run_1/registers.png
Drawn at 2 px/µm. Other sequential cells in the stronger gray, the rest of the logic in the fainter gray.
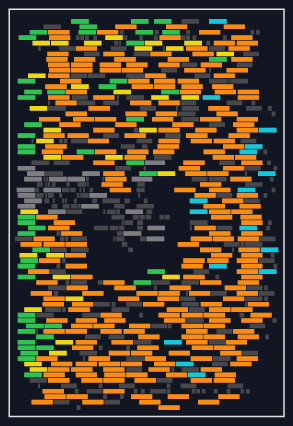
run_1/pdn.png
Drawn at 2 px/µm. Pins as bars on the die edge.
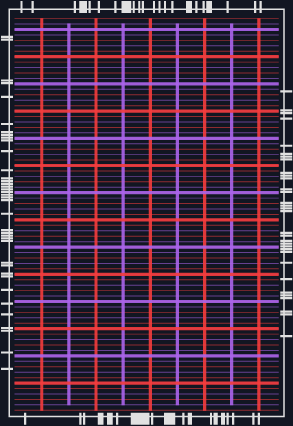
run_1/final_clocks.png
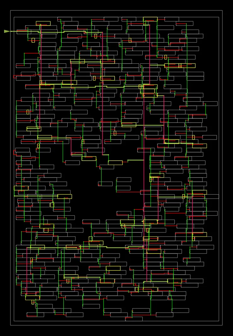
File: src/rtl/sa_pkg.sv
// Shared defaults, tile FSM state encoding and a constant-width helper
// for the systolic-array output drain.
package sa_pkg;

    localparam int DEF_N  = 4;
    localparam int DEF_DW = 16;

    typedef enum logic [1:0] {
        IDLE    = 2'd0,
        COLLECT = 2'd1,
        FLUSH   = 2'd2
    } tile_state_e;

    function automatic int clog2(input int value);
        int res;
        res = 0;
        for (int i = 0; i < 31; i++) begin
            if ((1 << i) < value) res = i + 1;
        end
        return res;
    endfunction

endpackage

File: src/rtl/sa_output_drain_if.sv
// Array-side column inputs plus the downstream row handshake and status
// flags of the output drain, bundled as one port.
interface sa_output_drain_if
    import sa_pkg::*;
#(
    parameter int N  = DEF_N,
    parameter int DW = DEF_DW
) ();

    logic            start;
    logic [N-1:0]    col_valid;
    logic [N*DW-1:0] col_data;
    logic            out_valid;
    logic            out_ready;
    logic [N*DW-1:0] out_data;
    logic            out_last;
    logic            busy;
    logic            tile_done;
    logic            overflow;
    logic            skew_err;

    modport slave (
        input  start, col_valid, col_data, out_ready,
        output out_valid, out_data, out_last, busy, tile_done, overflow, skew_err
    );

    modport master (
        output start, col_valid, col_data, out_ready,
        input  out_valid, out_data, out_last, busy, tile_done, overflow, skew_err
    );

endinterface

File: src/rtl/sa_row_fifo.sv
// Row buffer: power-of-2 depth, extra pointer MSB distinguishes full from
// empty. The caller never pushes into a full FIFO without a same-cycle pop.
module sa_row_fifo
    import sa_pkg::*;
#(
    parameter int W     = 65,
    parameter int DEPTH = 4
) (
    input  logic         clk,
    input  logic         rstn,
    input  logic         push,
    input  logic         pop,
    input  logic [W-1:0] wdata,
    output logic [W-1:0] rdata,
    output logic         full,
    output logic         empty
);

    localparam int AW = clog2(DEPTH);

    logic [AW:0]  wr_ptr_q, wr_ptr_d;
    logic [AW:0]  rd_ptr_q, rd_ptr_d;
    logic [W-1:0] mem_q [DEPTH];

    // NOTE: every signal written here gets a default first, so no path leaves it unassigned and no latch is inferred.
    always_comb begin
        wr_ptr_d = wr_ptr_q;
        rd_ptr_d = rd_ptr_q;
        if (push) wr_ptr_d = wr_ptr_q + {{AW{1'b0}}, 1'b1};
        if (pop)  rd_ptr_d = rd_ptr_q + {{AW{1'b0}}, 1'b1};
    end

    assign empty = (wr_ptr_q == rd_ptr_q);
    assign full  = (wr_ptr_q[AW] != rd_ptr_q[AW]) &&
                   (wr_ptr_q[AW-1:0] == rd_ptr_q[AW-1:0]);
    // Storage is not cleared, so the head is masked while empty to keep out_data at 0.
    assign rdata = empty ? '0 : mem_q[rd_ptr_q[AW-1:0]];

    // NOTE: sequential state uses non-blocking assignments so all flops update together on the edge.
    always_ff @(posedge clk or negedge rstn) begin
        if (!rstn) begin
            wr_ptr_q <= '0;
            rd_ptr_q <= '0;
        end else begin
            wr_ptr_q <= wr_ptr_d;
            rd_ptr_q <= rd_ptr_d;
        end
    end

    // NOTE: the memory array is deliberately not reset; the pointers alone define which entries are valid.
    always_ff @(posedge clk) begin
        if (push) mem_q[wr_ptr_q[AW-1:0]] <= wdata;
    end

endmodule

File: src/rtl/sa_output_drain.sv
// Bottom-edge drain of the systolic array: de-skews columns into rows,
// buffers them, and closes a tile after ROWS rows with a down-counter.
module sa_output_drain
    import sa_pkg::*;
#(
    parameter int N          = DEF_N,
    parameter int DW         = DEF_DW,
    parameter int ROWS       = 4,
    parameter int FIFO_DEPTH = 4
) (
    input  logic               clk,
    input  logic               rstn,
    sa_output_drain_if.slave   bus
);

    localparam int RW = clog2(ROWS + 1);

    logic [N-1:0]    al_valid;
    logic [N*DW-1:0] al_data;

    // Column j is delayed N-1-j cycles so all columns of a row line up with column N-1.
    for (genvar j = 0; j < N; j++) begin : g_col
        localparam int D = N - 1 - j;
        if (D == 0) begin : g_comb
            assign al_valid[j]          = bus.col_valid[j];
            assign al_data[j*DW +: DW]  = bus.col_data[j*DW +: DW];
        end else begin : g_dly
            logic [D-1:0]  v_q, v_d;
            logic [DW-1:0] d_q [D];
            logic [DW-1:0] d_d [D];

            always_comb begin
                v_d[0] = bus.col_valid[j];
                d_d[0] = bus.col_data[j*DW +: DW];
                for (int k = 1; k < D; k++) begin
                    v_d[k] = v_q[k-1];
                    d_d[k] = d_q[k-1];
                end
            end

            always_ff @(posedge clk or negedge rstn) begin
                if (!rstn) begin
                    v_q <= '0;
                    for (int k = 0; k < D; k++) d_q[k] <= '0;
                end else begin
                    v_q <= v_d;
                    for (int k = 0; k < D; k++) d_q[k] <= d_d[k];
                end
            end

            assign al_valid[j]         = v_q[D-1];
            assign al_data[j*DW +: DW] = d_q[D-1];
        end
    end

    logic row_valid, row_skew;
    assign row_valid = |al_valid;
    assign row_skew  = row_valid && !(&al_valid);

    tile_state_e   state_q, state_d;
    logic [RW-1:0] rem_q, rem_d;
    logic          last_drop_q, last_drop_d;
    logic          overflow_q, overflow_d;
    logic          skew_err_q, skew_err_d;

    logic          fifo_full, fifo_empty, fifo_push, fifo_pop;
    logic          head_last, collect_row, is_last, tile_done;
    logic [N*DW:0] fifo_rdata;

    assign collect_row = (state_q == COLLECT) && row_valid;
    assign fifo_pop    = !fifo_empty && bus.out_ready;
    // A full FIFO can still accept when the head leaves in the same cycle.
    assign fifo_push   = collect_row && (!fifo_full || fifo_pop);
    assign is_last     = (rem_q == RW'(1));

    sa_row_fifo #(
        .W     (N*DW + 1),
        .DEPTH (FIFO_DEPTH)
    ) u_fifo (
        .clk   (clk),
        .rstn  (rstn),
        .push  (fifo_push),
        .pop   (fifo_pop),
        .wdata ({is_last, al_data}),
        .rdata (fifo_rdata),
        .full  (fifo_full),
        .empty (fifo_empty)
    );

    assign head_last = fifo_rdata[N*DW];

    always_comb begin
        state_d     = state_q;
        rem_d       = rem_q;
        last_drop_d = last_drop_q;
        overflow_d  = overflow_q;
        skew_err_d  = skew_err_q;
        tile_done   = 1'b0;
        case (state_q)
            IDLE: begin
                if (bus.start) begin
                    state_d     = COLLECT;
                    rem_d       = RW'(ROWS);
                    last_drop_d = 1'b0;
                end
            end
            COLLECT: begin
                if (collect_row) begin
                    rem_d = rem_q - RW'(1);
                    if (!fifo_push) overflow_d = 1'b1;
                    if (row_skew)   skew_err_d = 1'b1;
                    if (is_last) begin
                        state_d     = FLUSH;
                        last_drop_d = !fifo_push;
                    end
                end
            end
            FLUSH: begin
                // A dropped last row never reaches the head, so the tile closes once the FIFO drains.
                if ((fifo_pop && head_last) || (last_drop_q && fifo_empty)) begin
                    tile_done = 1'b1;
                    state_d   = IDLE;
                end
            end
            default: state_d = IDLE;
        endcase
    end

    always_ff @(posedge clk or negedge rstn) begin
        if (!rstn) begin
            state_q     <= IDLE;
            rem_q       <= '0;
            last_drop_q <= 1'b0;
            overflow_q  <= 1'b0;
            skew_err_q  <= 1'b0;
        end else begin
            state_q     <= state_d;
            rem_q       <= rem_d;
            last_drop_q <= last_drop_d;
            overflow_q  <= overflow_d;
            skew_err_q  <= skew_err_d;
        end
    end

    assign bus.out_valid = !fifo_empty;
    assign bus.out_data  = fifo_rdata[N*DW-1:0];
    assign bus.out_last  = !fifo_empty && head_last;
    assign bus.busy      = (state_q != IDLE);
    assign bus.tile_done = tile_done;
    assign bus.overflow  = overflow_q;
    assign bus.skew_err  = skew_err_q;

endmodule
File: src/flat_wrapper.sv
// flat-port wrapper written by rule: the top's interface ports become plain ports
module sa_output_drain_flat import sa_pkg::*;
#(
    parameter int N          = DEF_N,
    parameter int DW         = DEF_DW,
    parameter int ROWS       = 4,
    parameter int FIFO_DEPTH = 4
)
  (clk, rstn, bus_start, bus_col_valid, bus_col_data, bus_out_ready, bus_out_valid, bus_out_data, bus_out_last, bus_busy, bus_tile_done, bus_overflow, bus_skew_err);
  sa_output_drain_if #(.N(N), .DW(DW)) bus_i ();
  input  logic clk;
  input  logic rstn;
  input wire logic [$bits(bus_i.start)-1:0] bus_start;
  input wire logic [$bits(bus_i.col_valid)-1:0] bus_col_valid;
  input wire logic [$bits(bus_i.col_data)-1:0] bus_col_data;
  input wire logic [$bits(bus_i.out_ready)-1:0] bus_out_ready;
  output wire logic [$bits(bus_i.out_valid)-1:0] bus_out_valid;
  output wire logic [$bits(bus_i.out_data)-1:0] bus_out_data;
  output wire logic [$bits(bus_i.out_last)-1:0] bus_out_last;
  output wire logic [$bits(bus_i.busy)-1:0] bus_busy;
  output wire logic [$bits(bus_i.tile_done)-1:0] bus_tile_done;
  output wire logic [$bits(bus_i.overflow)-1:0] bus_overflow;
  output wire logic [$bits(bus_i.skew_err)-1:0] bus_skew_err;
  assign bus_i.start = bus_start;
  assign bus_i.col_valid = bus_col_valid;
  assign bus_i.col_data = bus_col_data;
  assign bus_i.out_ready = bus_out_ready;
  assign bus_out_valid = bus_i.out_valid;
  assign bus_out_data = bus_i.out_data;
  assign bus_out_last = bus_i.out_last;
  assign bus_busy = bus_i.busy;
  assign bus_tile_done = bus_i.tile_done;
  assign bus_overflow = bus_i.overflow;
  assign bus_skew_err = bus_i.skew_err;
  sa_output_drain #(.N(N), .DW(DW), .ROWS(ROWS), .FIFO_DEPTH(FIFO_DEPTH)) u_core (.clk(clk), .rstn(rstn), .bus(bus_i));
endmodule
File: config.mk
export PLATFORM = sky130hd
export DESIGN_NAME = sa_output_drain_flat
export DESIGN_NICKNAME = d
export VERILOG_FILES = /design/src/rtl/sa_pkg.sv /design/src/rtl/sa_output_drain_if.sv /design/src/rtl/sa_row_fifo.sv /design/src/rtl/sa_output_drain.sv /design/src/flat_wrapper.sv
export SDC_FILE = /design/constraint.sdc
export NUM_CORES = 1
export LEC_CHECK = 0
export CORE_ASPECT_RATIO = 1.5
export CORE_MARGIN = 2
export CORE_UTILIZATION = 50
export CTS_BUF_LIST = sky130_fd_sc_hd__clkbuf_16
export CTS_CLUSTER_DIAMETER = 60
export DETAILED_ROUTE_END_ITERATION = 12
export DONT_BUFFER_PORTS = 1
export SYNTH_ARGS = -nofsm -noshare
export SYNTH_HDL_FRONTEND = slang
export SYNTH_SLANG_ARGS = --single-unit
export TNS_END_PERCENT = 50
File: constraint.sdc
create_clock -name clk -period 4.3 [get_ports clk]
set_input_delay 0.86 -clock clk [delete_from_list [all_inputs] [get_ports clk]]
set_output_delay 0.86 -clock clk [all_outputs]
set_load 0.005 [all_outputs]
==> flow_summary.yaml, run 1 <==
# synthesis and place-and-route metrics
worst_setup_path:
  crit-reg2reg-capture: "u_core.u_fifo.mem_q[2][22]"
  worst_setup_path_startpoint: "u_core.u_fifo.rd_ptr_q[0]"
  worst-setup-path-type: "reg2out"
  critical_path.endpoint_type: "primary output"
  critical_path_required_ns: 3.44
  r2r_setup_slack_ns: 1.43
  arrival_time_of_the_worst_setup_path_ns: 2.61
  critical_path.max_fanout: 31
  worstRegToRegCells: 4
  start_kind: "flip-flop"
  r2r-start: "u_core.u_fifo.rd_ptr_q[0]"
die:
  fp-row-count: 72
  io_pins: 142
  height_of_the_die_um: 202.9
  core_util_floorplan_pct: 50.99
  coreArea_mm2: 0.02585
  die_w_um: 136.6
  floorplan.die_area_mm2: 0.02771
clock_network:
  post_cts_setup_buffer_count: 0
  clk_transition_reported_paths_ns: 0.06
  cts_root_buffer: "clkbuf_16"
  cts_tree: "yes"
  cts.htree.levels: 2
  cts_hold_repair.buffers: 0
  postCtsResizedCells: 0
  clock_latency_ns: 0.51
  cts_max_path_buffers: 3
yosys:
  synth.avg_cell_area_um2: 22.50
  synth.distinct_cells: 34
  netlist_top_cells_count: "edfxtp_1 (260), dfrtp_1 (116), and2_1 (68)"
  yosysSeqAreaShare_pct: 81.25
  postSynthCellCount: 586
  synthFlopType: "edfxtp_1"
  synthDominantAreaCellType: "edfxtp_1"
  syn-cell-area_mm2: 0.01318
  yosys-stat-cells: 586
  fp_nets: 665
  synthArstFlopShare_pct: 30.85
  yosys_warnings: 0
  synth-edff-count: 260
  yosysMostFrequentCell: "edfxtp_1"
  yosys_register_bits: 376
  synthTopCellsByArea: "edfxtp_1 (59%), dfrtp_1 (22%), mux4_2 (11%)"
  synth_top_area_share_pct: 59.23
  synth.yosys.chip_area_mm2: 0.01318
flow_run:
  stage_log_warnings: 32
  cap_viol_max_count: 0
placed_design:
  gpl_wtd_cong: 0.6941
  io_buffer_count: 0
  place.detailed.instances: 905
  dp_hpwl_um: 12080
  place_ws_ns: 1.270
status:
  status: "finished, final reports clean"
grt:
  grt-ovfl-total: 0
  grt_antenna_before_repair: 2
  gr-usage-all-layers_pct: 16.64
  number_of_global_route_vias_before_repair: 5899
  pin_count_of_the_biggest_net_entering_global_routing: 117
  grt_pass1_wl_um: 34110
min_path:
  hp-class: "in2async"
final_layout:
  layout.cells.non_filler: 969
  num-nets-final: 688
  syn2layout_area_growth_pct: 10.87
  layout-drive-gt1-share_pct: 20.63
timing:
  slew_headroom_pct: 28.91
  finalWorstSetupSlack_ns: 0.8349
  timing.fmax_mhz: 288.6
  final-max-slew-violation-count: 0
  finalSetupTns_ns: 0
  setup_repair_after_global_routing_missed_its_margin: "no"
  worstMarginPinSlew_ns: 1.066
  final_period_minus_worst_setup_slack_ns: 3.465
  min_period_over_period_pct: 80.58
  hold_violations: 0
  final-setup-viol-count: 0
route:
  drt_first_pass_iters: 4
  detail-route-antenna-nets: 0
  post-route-drc-count: 0
  route.vias.total: 5304
  initialDrtViolationCount: 349
  wl_um: 21830
  routed_wire_length_per_instance_um: 22.52
  post_drt_via_cell_ratio: 5.474
power_and_ir_drop:
  peakVddDrop_mv: 0.4946
  total_power_mw: 11.09
  powerDensity_mw_per_mm2: 758.7
  p_leak_nw: 5.152
Back to the opening pictures, registers.png:
legend:
  green:
    signal: `u_core.g_col.g_dly.d_d`
    sequential_cells: 48
  orange:
    signal: `u_core.u_fifo.mem_q`
    sequential_cells: 260
    where: spread over the die
  cyan:
    signal: `u_core.g_col.g_dly.d_q`
    sequential_cells: 16
  yellow:
    signal: `u_core.al_data`
    sequential_cells: 32

Back to the opening pictures, pdn.png:
legend:
  red:
    net: VSS
  purple:
    net: VDD
rows: 72
signal pins: 142
met1 rails: 73
met5 straps: 14
met4 straps: 9

Back to the opening pictures, final_clocks.png:
Clk. pwr: 2.83 mW
worst clock skew on the final layout: 0.01135 ns
clock buffer count from CTS: 35
number of sinks on the clock net: 376
sequential cell count of the final layout: 376

[run 1: where the power goes]
| group | switching [mW] | internal (mW) |
|---|---|---|
| clock network | 1.24 | 1.59 |
| logic | 1.58 | 1.30 |
| registers | 0.389 | 5.00 |
| total | 3.20 | 7.89 |
[run 1: how the worst max path moves through the flow]
| stage | end | cells after the start |
|---|---|---|
| after floorplan | u_core.u_fifo.mem_q[3][0] | 2 |
| after global placement | bus_out_data[10] | 3 |
| after detailed placement | bus_out_data[10] | 3 |
| after CTS | bus_out_data[10] | 3 |
| after global routing | bus_out_data[10] | 3 |
| final | bus_out_data[10] | 3 |
[run 1: cell usage in the layout (no fill, tap or decap), types with 2 or more instances in the layout]
cell       synthesis  final
and2_1            68     65
nand3_1            4      4
dfrtp_4            0      2
buf_4              0      6
mux4_2            65     65
nor2b_1            2      2
xor2_1             4      4
edfxtp_1         260    260
clkinv_1           0      4
and2_4             1      4
ha_1               7      7
o21ai_0            2      2
xnor2_1            4      4
inv_1              7     21
buf_12             0      2
nor2_1             3      3
clkbuf_16          0     38
nand2_1            4      4
dfrtp_1          116    114
clkinv_2           0      3
inv_4              0      2
[run 1: state kept, by name (all words and copies together), names as in the netlist]
signal,flops
u_core.last_drop_q,1
u_core.u_fifo.wr_ptr_q,3
u_core.bus.overflow,1
u_core.state_q,2
u_core.u_fifo.mem_q,260
u_core.u_fifo.rd_ptr_q,3
u_core.g_col.g_dly.d_d,48
u_core.g_col.g_dly.d_q,16
u_core.rem_q,3
u_core.bus.skew_err,1
u_core.al_data,32
u_core.g_col.g_dly.v_q,6
[run 1: metrics by stage]
step	util [%]	instance area [µm²]	hold WS, ns
2_1_floorplan	-	13180	0.3312
3_3_place_gp	52.43	13560	0.3315
3_5_place_dp	52.43	13560	0.3347
4_1_cts	56.52	14610	0.01016
5_1_grt	56.53	14620	0.01209
6_report	56.53	14620	0.03878
[run 1: metal layers]
layer  routed length, µm  track usage, %  vias to the layer above
met5                  11               0                        -
met4                 453           5.543                        2
met3                1279           4.395                       33
met2               11740           29.34                      132
met1                8335           19.68                     2827
li1                    -               -                     2310
[run 1: cell type report]
type / instances / area (µm²)
clock buffers: 38 / 950.9
repair buffers: 8 / 85.08
clock inverters: 25 / 106.4
well taps: 333 / 416.7
inverters: 7 / 26.28
flip-flops and latches: 376 / 10720
fillers: 1920 / 11240
multi-input cells: 181 / 2310
diodes: 1 / 2.502
[run 1: cell families after synthesis]
| group | after synthesis | share of synthesized area (%) |
|---|---|---|
| fa+ha+maj | 7 | 0.6644 |
| buf+inv | 29 | 1.338 |
| compound gates | 6 | 0.3323 |
| flops | 376 | 81.25 |
| xor+xnor | 8 | 0.5315 |
| mux | 69 | 11.55 |
| simple gates | 91 | 4.338 |
[run 1: critical path, cell delays in order (launching register included)]
cell,delay [ns]
dfrtp_4,0.83
buf_4,0.48
mux4_2,0.58
and2_1,0.19
run_1/density.png
Drawn at 2 px/µm. 14 x 20 tiles, from black (low) to pale yellow (high), 0 to 100% covered.
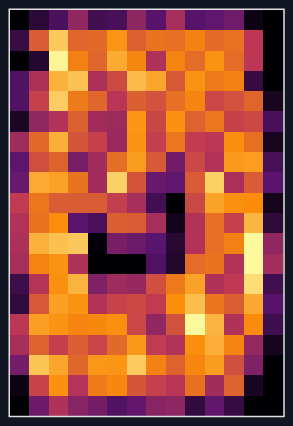

==> run 2: changes to the inputs <==
==> constraint.sdc (replaced) <==
create_clock -name clk -period 3.4 [get_ports clk]
set_input_delay 0.68 -clock clk [delete_from_list [all_inputs] [get_ports clk]]
set_output_delay 0.68 -clock clk [all_outputs]
set_load 0.005 [all_outputs]
run_2/density.png
Drawn at 2 px/µm. 14 x 20 tiles, from black (low) to pale yellow (high), 0 to 100% covered.
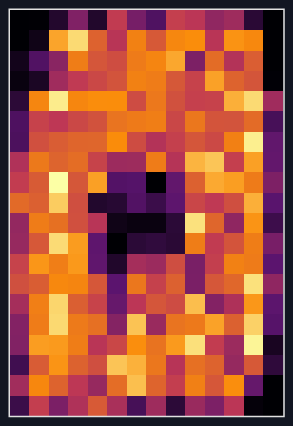
mean over tiles: 52%
nearly empty tiles: 4.3%
emptiest ninth of the die: center

==> flow_summary.yaml, run 2 <==
# synthesis and place-and-route metrics
die:
  die_w_um: 136.6
  core_util_floorplan_pct: 50.99
yosys:
  synthTopCellsByArea: "edfxtp_1 (59%), dfrtp_1 (22%), mux4_2 (11%)"
  synth_top_area_share_pct: 59.23
  yosysMostFrequentCell: "edfxtp_1"
  synth.yosys.chip_area_mm2: 0.01318
  synth-edff-count: 260
  synthDominantAreaCellType: "edfxtp_1"
  synthArstFlopShare_pct: 30.85
  synth.avg_cell_area_um2: 22.50
  synth.distinct_cells: 34
  syn-cell-area_mm2: 0.01318
power_and_ir_drop:
  power.internal_mw: 10.16
  comb_power_share_pct: 26.9
  seqPwrFrac_pct: 47.0
  peakVddDrop_mv: 0.6534
  power_switching_share_pct: 28.90
  powerDensity_mw_per_mm2: 968.3
route:
  initialDrtViolationCount: 252
  route.vias.total: 5342
  detail-route-antenna-nets: 0
status:
  status: "finished, final reports clean"
final_layout:
  layout-drive-gt1-share_pct: 21.75
  num-nets-final: 692
  fill_cells: 1868
  syn2layout_area_growth_pct: 11.99
  flip_flop_count_of_the_largest_register_all_copies_and_words_added: 260
  mi_logic_area_mm2: 0.002310
clock_network:
  cts_tree: "yes"
  clk_transition_reported_paths_ns: 0.06
  clock_latency_ns: 0.51
flow_run:
  cap_viol_max_count: 0
  stage_log_warnings: 32
grt:
  pin_count_of_the_biggest_net_entering_global_routing: 117
placed_design:
  place.detailed.instances: 907
worst_setup_path:
  start_kind: "flip-flop"
  r2r_setup_slack_ns: 0.75
timing:
  worstMarginPinSlew_ns: 0.7312
run_2/registers.png
Drawn at 2 px/µm. Other sequential cells in the stronger gray, the rest of the logic in the fainter gray.
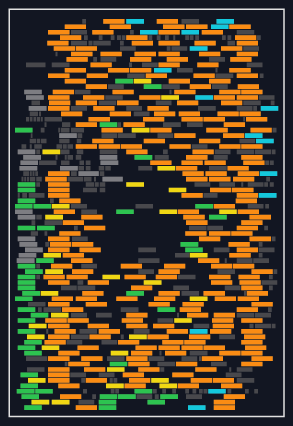
sequential logic power: 6.72 mW
area occupied by registers: 0.01072 mm²
Seq/total area: 72.60%
share of the core filled with cells: 57.10%

==> run 2: cell counts after synthesis <==
No cell type changed its count.
==> run 2: critical path, cell delays in order, from the launching register on <==
cell and delay [ns]:
dfrtp_4 0.78, buf_12 0.30, mux4_2 0.57, and2_1 0.19
==> run 2: cells by family after synthesis <==
logic type / count (synthesis) / synth area share, %
adders and majority gates: 7 / 0.6644
AOI/OAI and AO/OA: 6 / 0.3323
and+or+nand+nor: 91 / 4.338
buffers and inverters: 29 / 1.338
xor gates and xnor gates: 8 / 0.5315
DFF: 376 / 81.25
muxes: 69 / 11.55
==> run 2: per-layer routing <==
layer	global-route usage, %	wire length (µm)	up-vias	part of all wire, %
li1	-	-	2326	-
met3	3.371	1016	36	4.6
met2	29.43	11800	128	53
met5	0	0	-	0
met4	5.878	522	0	2.4
met1	20.35	8785	2852	40
==> run 2: power groups by stage <==
stage / combinational, mW / clock [mW] / sequential [mW]
2_1_floorplan: 3.00 / 0 / 6.66
3_3_place_gp: 3.88 / 0 / 6.73
5_1_grt: 4.20 / 4.01 / 6.84
6_report: 3.84 / 3.73 / 6.72
4_1_cts: 4.00 / 3.84 / 6.74
3_5_place_dp: 3.96 / 0 / 6.83
==> run 2: layout make-up <==
cell class,instances,area share (%)
well taps,333,2.822
clock buffers,37,6.272
diodes,2,0.03390
repair buffers,11,1.203
inverters,7,0.1780
multi-input cells,181,15.65
flip-flops and latches,376,72.60
clock inverters,27,1.246
==> run 2: worst min-delay path by stage <==
stage | cells after the start | to | startpoint | slack, ns
final | 1 | u_core.rem_q[1] | rstn | 0.12
after detailed placement | 0 | u_core.al_data[26] | u_core.g_col[1].g_dly.d_d[10] | 0.33
after floorplan | 0 | u_core.al_data[0] | u_core.g_col[0].g_dly.d_d[0] | 0.33
after global routing | 1 | u_core.rem_q[1] | rstn | 0.16
after global placement | 0 | u_core.al_data[13] | u_core.g_col[0].g_dly.d_d[13] | 0.33
after CTS | 1 | u_core.rem_q[2] | rstn | 0.14
==> run 2: metrics by stage <==
stage	util (%)	setup WS (ns)
after floorplan	-	0.2791
after global placement	52.68	0.7784
after detailed placement	52.68	0.7164
after CTS	57.08	0.2438
after global routing	57.10	0.1818
final	57.10	0.3501
run_2/pdn.png
Drawn at 2 px/µm. Pins as bars on the die edge.
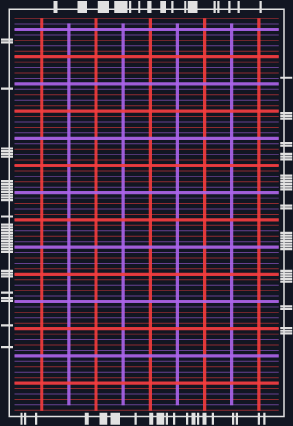

==> run 3: changes to the inputs <==
--- a/config.mk
+++ b/config.mk
@@ -5,6 +5,7 @@
 export SDC_FILE = /design/constraint.sdc
 export NUM_CORES = 1
 export LEC_CHECK = 0
+export ABC_CLOCK_PERIOD_IN_PS = 3400
 export CORE_ASPECT_RATIO = 1.5
 export CORE_MARGIN = 2
 export CORE_UTILIZATION = 50
@@ -12,6 +13,7 @@
 export CTS_CLUSTER_DIAMETER = 60
 export DETAILED_ROUTE_END_ITERATION = 12
 export DONT_BUFFER_PORTS = 1
+export PLACE_DENSITY_LB_ADDON = 0.08
 export SYNTH_ARGS = -nofsm -noshare
 export SYNTH_HDL_FRONTEND = slang
 export SYNTH_SLANG_ARGS = --single-unit
run_3/pdn.png
Drawn at 2 px/µm. Pins as bars on the die edge.
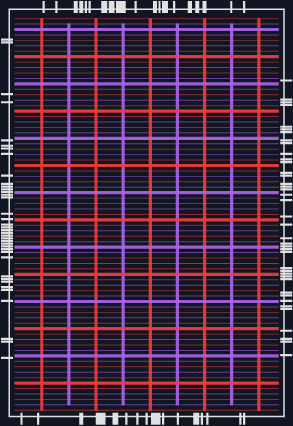
Peak supply drop: 0.6403 mV
Die W: 136.6 µm

==> flow_summary.yaml, run 3 <==
# synthesis and place-and-route metrics
clock_network:
  clock_latency_ns: 0.53
  cts.htree.levels: 2
  clk_transition_reported_paths_ns: 0.06
  clock_sink_count: 376
  cts_max_path_buffers: 3
  post_cts_setup_buffer_count: 0
  cts_tree: "yes"
yosys:
  synthTopCellsByArea: "edfxtp_1 (59%), dfrtp_1 (22%), mux4_2 (11%)"
  yosys-stat-cells: 586
  synthArstFlopShare_pct: 30.85
  synthFlopType: "edfxtp_1"
  yosysSeqAreaShare_pct: 81.25
  synth.avg_cell_area_um2: 22.50
  synthDominantAreaCellType: "edfxtp_1"
  yosysMostFrequentCell: "edfxtp_1"
  syn-cell-area_mm2: 0.01318
  synth_top_area_share_pct: 59.23
  synth-edff-count: 260
  postSynthCellCount: 586
  netlist_top_cells_count: "edfxtp_1 (260), dfrtp_1 (116), and2_1 (68)"
  yosys_register_bits: 376
  synth.yosys.chip_area_mm2: 0.01318
  synth.distinct_cells: 34
flow_run:
  stage_log_warnings: 32
  cap_viol_max_count: 0
final_layout:
  layout_top_cells_excl_fill_tap: "edfxtp_1 (260), dfrtp_1 (114), mux4_2 (65), and2_1 (65), clkbuf_16 (36)"
  layout-drive-gt1-share_pct: 22.05
  flip_flop_count_of_the_largest_register_all_copies_and_words_added: 260
  num-nets-final: 696
  most_frequent_logic_cell_in_the_layout: "edfxtp_1"
  layout.cells.non_filler: 978
  syn2layout_area_growth_pct: 11.87
die:
  core_util_floorplan_pct: 50.99
  io_pins: 142
  fp-row-count: 72
  coreArea_mm2: 0.02585
worst_setup_path:
  worst-setup-path-type: "reg2out"
  start_kind: "flip-flop"
  arrival_time_of_the_worst_setup_path_ns: 2.26
  critical_path_required_ns: 2.72
  r2r-start: "u_core.u_fifo.rd_ptr_q[1]"
  worst_setup_path_startpoint: "u_core.u_fifo.rd_ptr_q[0]"
power_and_ir_drop:
  powerDensity_mw_per_mm2: 965.0
  total_power_mw: 14.23
route:
  post-route-drc-count: 0
  met1_length_um: 8465
  detail-route-antenna-nets: 0
  route.vias.total: 5350
  met2_wirelength_um: 12230
  routed.top_layer: "met4"
  post_drt_via_cell_ratio: 5.470
  drt_first_pass_iters: 4
  wl_met3_um: 1393
  initialDrtViolationCount: 276
  wl_um: 22610
timing:
  worst_clock_skew_ns: 0.02587
  final-max-slew-violation-count: 0
  finalSetupTns_ns: 0
  final-setup-viol-count: 0
  worstMarginPinSlew_ns: 0.6038
  final_period_minus_worst_setup_slack_ns: 2.939
  min_period_over_period_pct: 86.44
  finalWorstSetupSlack_ns: 0.4610
grt:
  grt-ovfl-total: 0
  pin_count_of_the_biggest_net_entering_global_routing: 117
  grt_antenna_before_repair: 1
  gr-usage-all-layers_pct: 17.25
  number_of_global_route_vias_before_repair: 6144
min_path:
  hp-class: "in2async"
placed_design:
  place_ws_ns: 0.8280
  place.detailed.instances: 912
status:
  status: "finished, final reports clean"
run_3/met2.png
Drawn at 2 px/µm.
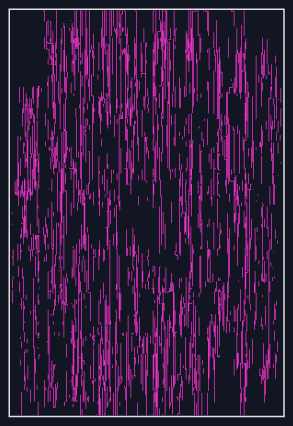
nets with wire on the layer: 657
wire length on this layer: 12200 µm
longest straight run: 73.8 µm
main direction: vertical

run 3: cell types whose count changed in the layout (fill, tap and decap cells not counted), moves of 2 or more:
cell / before / now
buf_4: 4 / 9
clkinv_1: 6 / 3
clkinv_2: 6 / 8
clkinvlp_4: 2 / 0
inv_1: 15 / 20
run 3: worst max-delay path, cell delays in order, from the launching register on:
cell,delay (ns)
dfrtp_4,0.51
buf_4,0.42
mux4_2,0.57
and2_1,0.21
run 3: layout make-up:
| cell class | instances | area, µm² |
|---|---|---|
| Fill cell | 1921 | 11110 |
| Sequential cell | 376 | 10720 |
| Multi-Input combinational cell | 181 | 2310 |
| Clock buffer | 36 | 900.9 |
| Tap cell | 333 | 416.7 |
| Timing Repair Buffer | 16 | 215.2 |
| Clock inverter | 28 | 158.9 |
| Inverter | 7 | 26.28 |
| Antenna cell | 1 | 2.502 |
run 3: stage by stage:
step / utilization [%] / cell area, µm² / hold slack [ns]
final: 57.04 / 14750 / 0.1144
after global routing: 57.04 / 14750 / 0.1445
after CTS: 57.03 / 14750 / 0.1388
after detailed placement: 52.83 / 13660 / 0.3347
after global placement: 52.83 / 13660 / 0.3322
after floorplan: - / 13190 / 0.3312
run 3: path summary, 6_finish.rpt:
kind / end / slack, ns
min in group clk: u_core.g_col[1].g_dly.d_d[2] / 0.18
max in group asynchronous: u_core.u_fifo.rd_ptr_q[0] / 2.81
setup reg to reg: u_core.u_fifo.mem_q[1][29] / 0.85
hold / removal: u_core.g_col[2].g_dly.d_q[4] / 0.11
setup / recovery: bus_out_data[0] / 0.46
hold reg to reg: u_core.g_col[0].g_dly.d_d[15] / 0.35
run 3: power by group:
group | switching, mW | internal, mW
clock | 1.58 | 2.00
combinational | 2.19 | 1.76
sequential | 0.398 | 6.30
run 3: repair_timing:
action                     4_1_cts  5_1_grt
hold endpoints to repair       116        0
hold buffers                     1        0
setup endpoints to repair        0        0
gates resized                    0        0
run 3: logic make-up (layout without fill, tap and decap cells):
logic type	Yosys count	after routing	share of synthesized area, %
buffers and inverters	29	87	1.338
other	0	1	0
AOI/OAI and AO/OA	6	6	0.3323
xor gates and xnor gates	8	8	0.5315
DFF	376	376	81.25
adders and majority gates	7	7	0.6644
and+or+nand+nor	91	91	4.338
muxes	69	69	11.55
run 3: per-layer routing:
metal,vias up,track usage [%]
met2,135,30.86
met5,-,0
met4,0,5.580
met1,2857,19.78
met3,35,4.894
li1,2323,-
Power and IR drop assume default switching activity.
